### src/rtl/mdu_pkg.sv
// Shared MD op-code definitions for the MDU issue controller and datapath.
// Keeping the codes and class helpers here stops the two sides from drifting apart.
package mdu_pkg;

    localparam logic [3:0] MD_NONE  = 4'd0;
    localparam logic [3:0] MD_MULT  = 4'd1;
    localparam logic [3:0] MD_MULTU = 4'd2;
    localparam logic [3:0] MD_DIV   = 4'd3;
    localparam logic [3:0] MD_DIVU  = 4'd4;
    localparam logic [3:0] MD_MFHI  = 4'd5;
    localparam logic [3:0] MD_MFLO  = 4'd6;
    localparam logic [3:0] MD_MTHI  = 4'd7;
    localparam logic [3:0] MD_MTLO  = 4'd8;

    typedef enum logic {
        IDLE = 1'b0,
        RUN  = 1'b1
    } mdu_state_e;

    // Ops that launch a multi-cycle MDU operation.
    function automatic logic is_start(input logic [3:0] op);
        return (op >= MD_MULT) && (op <= MD_DIVU);
    endfunction

    // Any op that touches HI/LO or the MDU; codes 9..15 count as none.
    function automatic logic is_md(input logic [3:0] op);
        return (op >= MD_MULT) && (op <= MD_MTLO);
    endfunction

endpackage

### src/rtl/mdu_issue_ctrl_if.sv
// Pipeline <-> MDU issue controller signal bundle.
// master: pipeline side (drives op codes), slave: the issue controller.
interface mdu_issue_ctrl_if;
    logic [3:0] d_md_op;
    logic [3:0] e_md_op;
    logic       e_cancel;
    logic       mdu_start;
    logic       mdu_hilo_we;
    logic       mdu_busy;
    logic       md_stall;

    modport master (
        output d_md_op, e_md_op, e_cancel,
        input  mdu_start, mdu_hilo_we, mdu_busy, md_stall
    );

    modport slave (
        input  d_md_op, e_md_op, e_cancel,
        output mdu_start, mdu_hilo_we, mdu_busy, md_stall
    );
endinterface

### src/rtl/mdu_issue_ctrl.sv
// MDU issue controller: decides when mult/div issues from EX, counts the
// multi-cycle latency, drives busy and the one-cycle HI/LO commit strobe,
// and stalls D for any MD instruction that would collide with an in-flight op.
// Optional macro MDU_CANCEL_EN: lets e_cancel kill a would-be issue in EX.
module mdu_issue_ctrl
    import mdu_pkg::*;
#(
    parameter int MULT_LAT = 5,
    parameter int DIV_LAT  = 10
) (
    input  logic             clk,
    input  logic             reset,
    mdu_issue_ctrl_if.slave  md
);

    localparam logic [3:0] MULT_CNT = 4'(MULT_LAT - 1);
    localparam logic [3:0] DIV_CNT  = 4'(DIV_LAT - 1);

    mdu_state_e state_reg;
    logic [3:0] cnt_reg;
    logic       busy_reg;
    logic       hilo_we_reg;

    logic       ex_start;
    logic [3:0] cnt_load;

`ifdef MDU_CANCEL_EN
    // A cancelled EX op neither issues nor holds up D.
    assign ex_start = is_start(md.e_md_op) & ~md.e_cancel;
`else
    logic unused_cancel;
    assign unused_cancel = md.e_cancel;
    assign ex_start = is_start(md.e_md_op);
`endif

    // Initial count for the op being issued: divides take the long latency.
    assign cnt_load = ((md.e_md_op == MD_DIV) || (md.e_md_op == MD_DIVU)) ? DIV_CNT : MULT_CNT;

    // Start is gated by reset so nothing launches while the controller is held.
    assign md.mdu_start   = reset & (state_reg == IDLE) & ex_start;
    assign md.md_stall    = is_md(md.d_md_op) & (busy_reg | ex_start);
    assign md.mdu_busy    = busy_reg;
    assign md.mdu_hilo_we = hilo_we_reg;

    // Issue/latency FSM with registered busy and commit strobe.
    always_ff @(posedge clk) begin
        if (!reset) begin
            state_reg   <= IDLE;
            cnt_reg     <= 4'd0;
            busy_reg    <= 1'b0;
            hilo_we_reg <= 1'b0;
        end else begin
            case (state_reg)
                IDLE: begin
                    if (ex_start) begin
                        state_reg   <= RUN;
                        busy_reg    <= 1'b1;
                        cnt_reg     <= cnt_load;
                        // A latency of one commits in the very first busy cycle.
                        hilo_we_reg <= (cnt_load == 4'd0);
                    end
                end
                RUN: begin
                    // Start requests seen here are illegal and deliberately ignored.
                    if (cnt_reg != 4'd0) begin
                        cnt_reg     <= cnt_reg - 4'd1;
                        hilo_we_reg <= (cnt_reg == 4'd1);
                    end else begin
                        state_reg   <= IDLE;
                        busy_reg    <= 1'b0;
                        hilo_we_reg <= 1'b0;
                    end
                end
                default: begin
                    state_reg   <= IDLE;
                    busy_reg    <= 1'b0;
                    hilo_we_reg <= 1'b0;
                end
            endcase
        end
    end

endmodule

### src/flat_wrapper.sv
// flat-port wrapper written by rule: the top's interface ports become plain ports
module mdu_issue_ctrl_flat import mdu_pkg::*;
#(
    parameter int MULT_LAT = 5,
    parameter int DIV_LAT  = 10
)
  (clk, reset, md_d_md_op, md_e_md_op, md_e_cancel, md_mdu_start, md_mdu_hilo_we, md_mdu_busy, md_md_stall);
  mdu_issue_ctrl_if md_i ();
  input  logic clk;
  input  logic reset;
  input wire logic [$bits(md_i.d_md_op)-1:0] md_d_md_op;
  input wire logic [$bits(md_i.e_md_op)-1:0] md_e_md_op;
  input wire logic [$bits(md_i.e_cancel)-1:0] md_e_cancel;
  output wire logic [$bits(md_i.mdu_start)-1:0] md_mdu_start;
  output wire logic [$bits(md_i.mdu_hilo_we)-1:0] md_mdu_hilo_we;
  output wire logic [$bits(md_i.mdu_busy)-1:0] md_mdu_busy;
  output wire logic [$bits(md_i.md_stall)-1:0] md_md_stall;
  assign md_i.d_md_op = md_d_md_op;
  assign md_i.e_md_op = md_e_md_op;
  assign md_i.e_cancel = md_e_cancel;
  assign md_mdu_start = md_i.mdu_start;
  assign md_mdu_hilo_we = md_i.mdu_hilo_we;
  assign md_mdu_busy = md_i.mdu_busy;
  assign md_md_stall = md_i.md_stall;
  mdu_issue_ctrl #(.MULT_LAT(MULT_LAT), .DIV_LAT(DIV_LAT)) u_core (.clk(clk), .reset(reset), .md(md_i));
endmodule
### config.mk
export PLATFORM = sky130hd
export DESIGN_NAME = mdu_issue_ctrl_flat
export DESIGN_NICKNAME = d
export VERILOG_FILES = /design/src/rtl/mdu_pkg.sv /design/src/rtl/mdu_issue_ctrl_if.sv /design/src/rtl/mdu_issue_ctrl.sv /design/src/flat_wrapper.sv
export SDC_FILE = /design/constraint.sdc
export NUM_CORES = 1
export LEC_CHECK = 0
export ABC_AREA = 1
export CAP_MARGIN = 20
export CORE_AREA = 5 5 42 44
export DETAILED_ROUTE_END_ITERATION = 7
export DIE_AREA = 0 0 47 49
export SLEW_MARGIN = 20
export SYNTH_ARGS = -nofsm -noshare
export SYNTH_HDL_FRONTEND = slang
export SYNTH_SLANG_ARGS = --single-unit
export TNS_END_PERCENT = 20
### constraint.sdc
create_clock -name clk -period 1.5 [get_ports clk]
set_input_delay 0.3 -clock clk [delete_from_list [all_inputs] [get_ports clk]]
set_output_delay 0.3 -clock clk [all_outputs]
set_load 0.03 [all_outputs]
### Congestion heat map

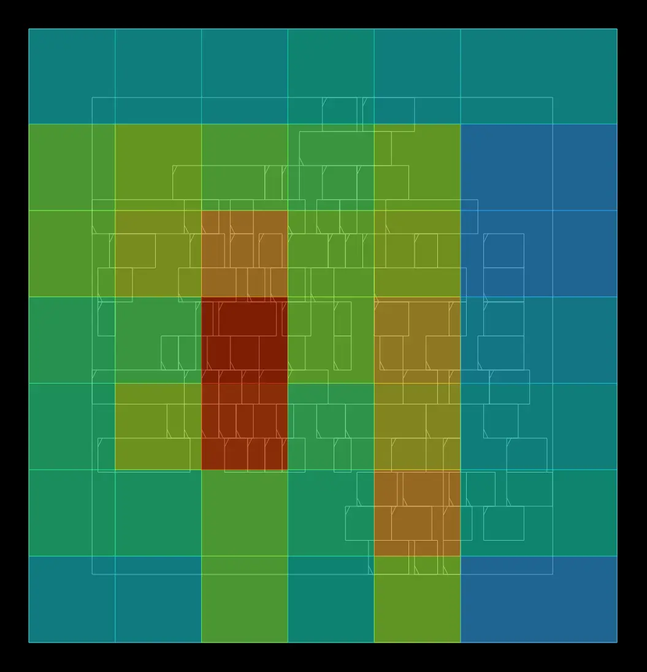
busiest grt layer: met2
fin util: 48.8%

### Met2 routing

Cells faint in the background.
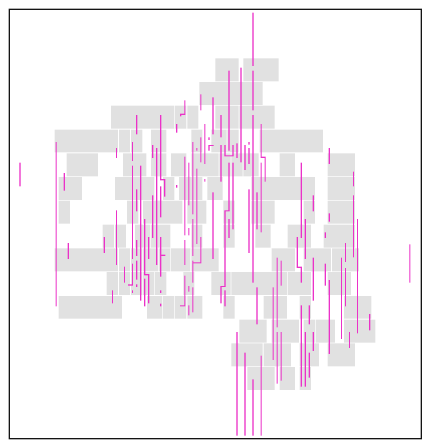
main direction: vertical
longest straight run: 19.0 um

==> impl_metrics.py <==
# Auto-generated metrics
metrics = {
    "status": {
        "status": "finished, final reports clean",
    },
    "layout": {
        "seq_share_pct": 20.5,
        "diodes": 0,
        "n_clock_buffer": 4,
        "syn2layout_area_growth_pct": 49.5,
        "fillers": 157,
        "fin_nets": 105,
        "inverters": 10,
        "fin_area_um2": 684,
        "sh_comb_area_pct": 43.3,
        "clock_area_share_pct": 3.84,
        "buffers": 19,
        "largest_register_ffs": 4,
        "layout_top_cell": "nand2_1",
        "layout-drive-gt1-share_pct": 28.6,
        "instances_no_fill": 107,
        "regArea_um2": 140,
        "logic_gates": 51,
        "layout.area.comb_um2": 297,
        "ff_count": 7,
    },
    "cts": {
        "clkSlewWorstSetupHoldPaths_ps": 50,
        "hold_buffers": 0,
        "clk_latency_ps": 250,
        "numCtsBuffers": 3,
        "cts_tree": "yes",
        "post-cts-setup-buffers": 1,
        "clockBufferDepth": 2,
        "numClockSinks": 7,
        "ctsRootBufferMaster": "clkbuf_4",
    },
    "pwr": {
        "pg_comb_mw": 0.198,
        "combPwrFrac_pct": 33.8,
        "pg_seq_mw": 0.219,
        "top_power_group": "registers",
        "swShare_pct": 33.7,
        "clockPowerShare_pct": 28.9,
        "cellPowerDensity_nw_per_um2": 858,
        "p_clk_mw": 0.170,
        "ir_worst_vdd_v": 0.000487,
        "finalPower_mw": 0.587,
    },
    "job": {
        "drv_cap": 0,
        "openroad.warnings": 28,
    },
    "routing": {
        "wl_met1_um": 429,
        "vias_per_cell": 4.85,
        "drtPass1Iterations": 5,
        "wl_met3_um": 113,
        "drt_iter0_drc": 21,
        "met2_length_um": 500,
        "highest_layer": "met4",
        "routedWlPerCell_um": 10.1,
        "antenna_left": 0,
        "drc": 0,
        "via_count": 519,
    },
    "place": {
        "post-place-ws_ps": -254,
        "place.gp.congestion": 0.854,
        "post_dp_cell_area_um2": 633,
        "dp.cells": 101,
        "hpwlAfterDp_um": 897,
        "io_buffer_count": 13,
    },
    "global_route": {
        "use_met1_pct": 13.0,
        "grt_util_met3_pct": 5.54,
        "grt_pass1_wl_um": 1770,
        "grtUsageTotal_pct": 10.6,
        "grt_util_met2_pct": 15.2,
        "grt_pass1_vias": 452,
        "grt_max_degree": 7,
        "antenna_found_initial": 0,
        "gr-total-overflow": 0,
    },
    "worst_setup_path": {
        "r2r-end": "u_core.cnt_reg[0]",
        "cp.arrival_ps": 1150,
        "ff2ff_setup_slack_ps": 220,
        "worst_r2r_startpoint": "u_core.cnt_reg[0]",
        "cp.required_ps": 1200,
        "end_kind": "primary output",
        "crit_family": "buffers and inverters",
        "crit_path_start": "md_e_md_op[1]",
        "crit_slowest_cell": "dlygate4sd2_1",
        "setup.worst_path.class": "in2out",
        "cp_max_fo": 3,
        "endpoint": "md_md_stall",
        "critical_path_buf_inv_count": 2,
        "crit_chain": "dlygate4sd2_1 > o21ai_2 > nand3b_1 > a21oi_2 > buf_4",
        "cp.depth": 5,
        "r2r_cells": 8,
        "critPathLaunchType": "input pin",
    },
    "sta": {
        "hold_viol_final": 0,
        "fin_setup_tns_ps": 0,
        "max_freq_ghz": 0.691,
        "hold-worst-slack_ps": 478,
        "rsz0062_at_grt": "no",
        "slew_headroom_pct": 79.6,
        "finalMaxSlewViolations": 0,
    },
    "hold_path": {
        "min-delay-path-class": "reg2reg",
        "whs_path_depth": 2,
    },
    "synth": {
        "synth_flop_count": 7,
        "top_cell_area_share_pct": 30.6,
        "ys_sh_simple_pct": 41.5,
        "ys_top_cells_by_count": "nand2_1, nor2_1, nand3_1",
        "async_flop_share_pct": 0,
        "syn_area_um2": 458,
        "ys_chip_area_um2": 458,
        "mux_area_share_pct": 0,
        "synthDistinctLibCells": 18,
        "avgSynthCellArea_um2": 6.73,
        "area_leaders": "dfxtp_1, nand2_1, nand3_1, nor2_1, inv_1",
        "adder_share_pct": 5.46,
        "yosysCellCount": 68,
        "ys_seq_share_pct": 30.6,
        "syn_nets": 81,
        "yosys.area_share.aoi_pct": 12.3,
        "synth-xor-area-share_pct": 1.91,
        "edf_count": 0,
        "synth.most_common_cell": "nand2_1",
        "synth_warnings": 0,
    },
    "die": {
        "die_x_um": 47,
        "die_area_um2": 2300,
        "fp_util_pct": 32.7,
    },
}
### M3 wires

Scale bar: 10 um. Cells faint in the background.
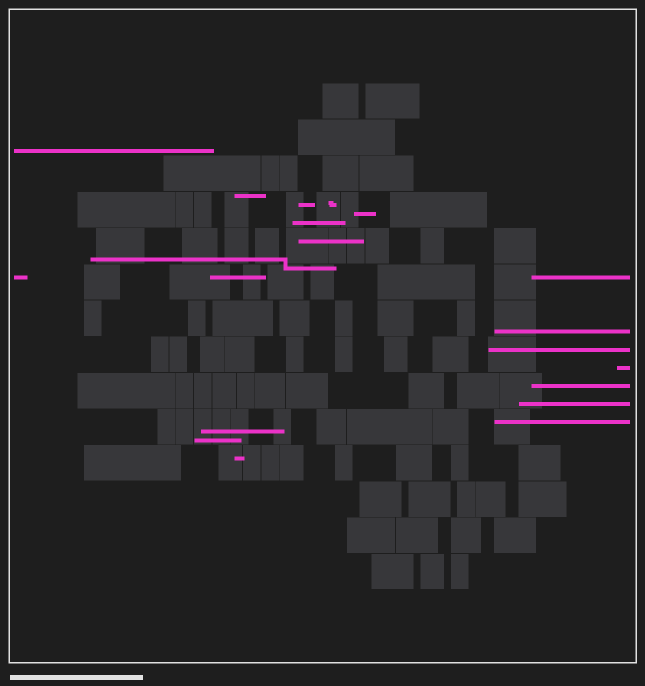
longest straight run: 14.7 um
wire length on this layer: 114 um
nets with wire on the layer: 16

Power and IR drop assume default switching activity.
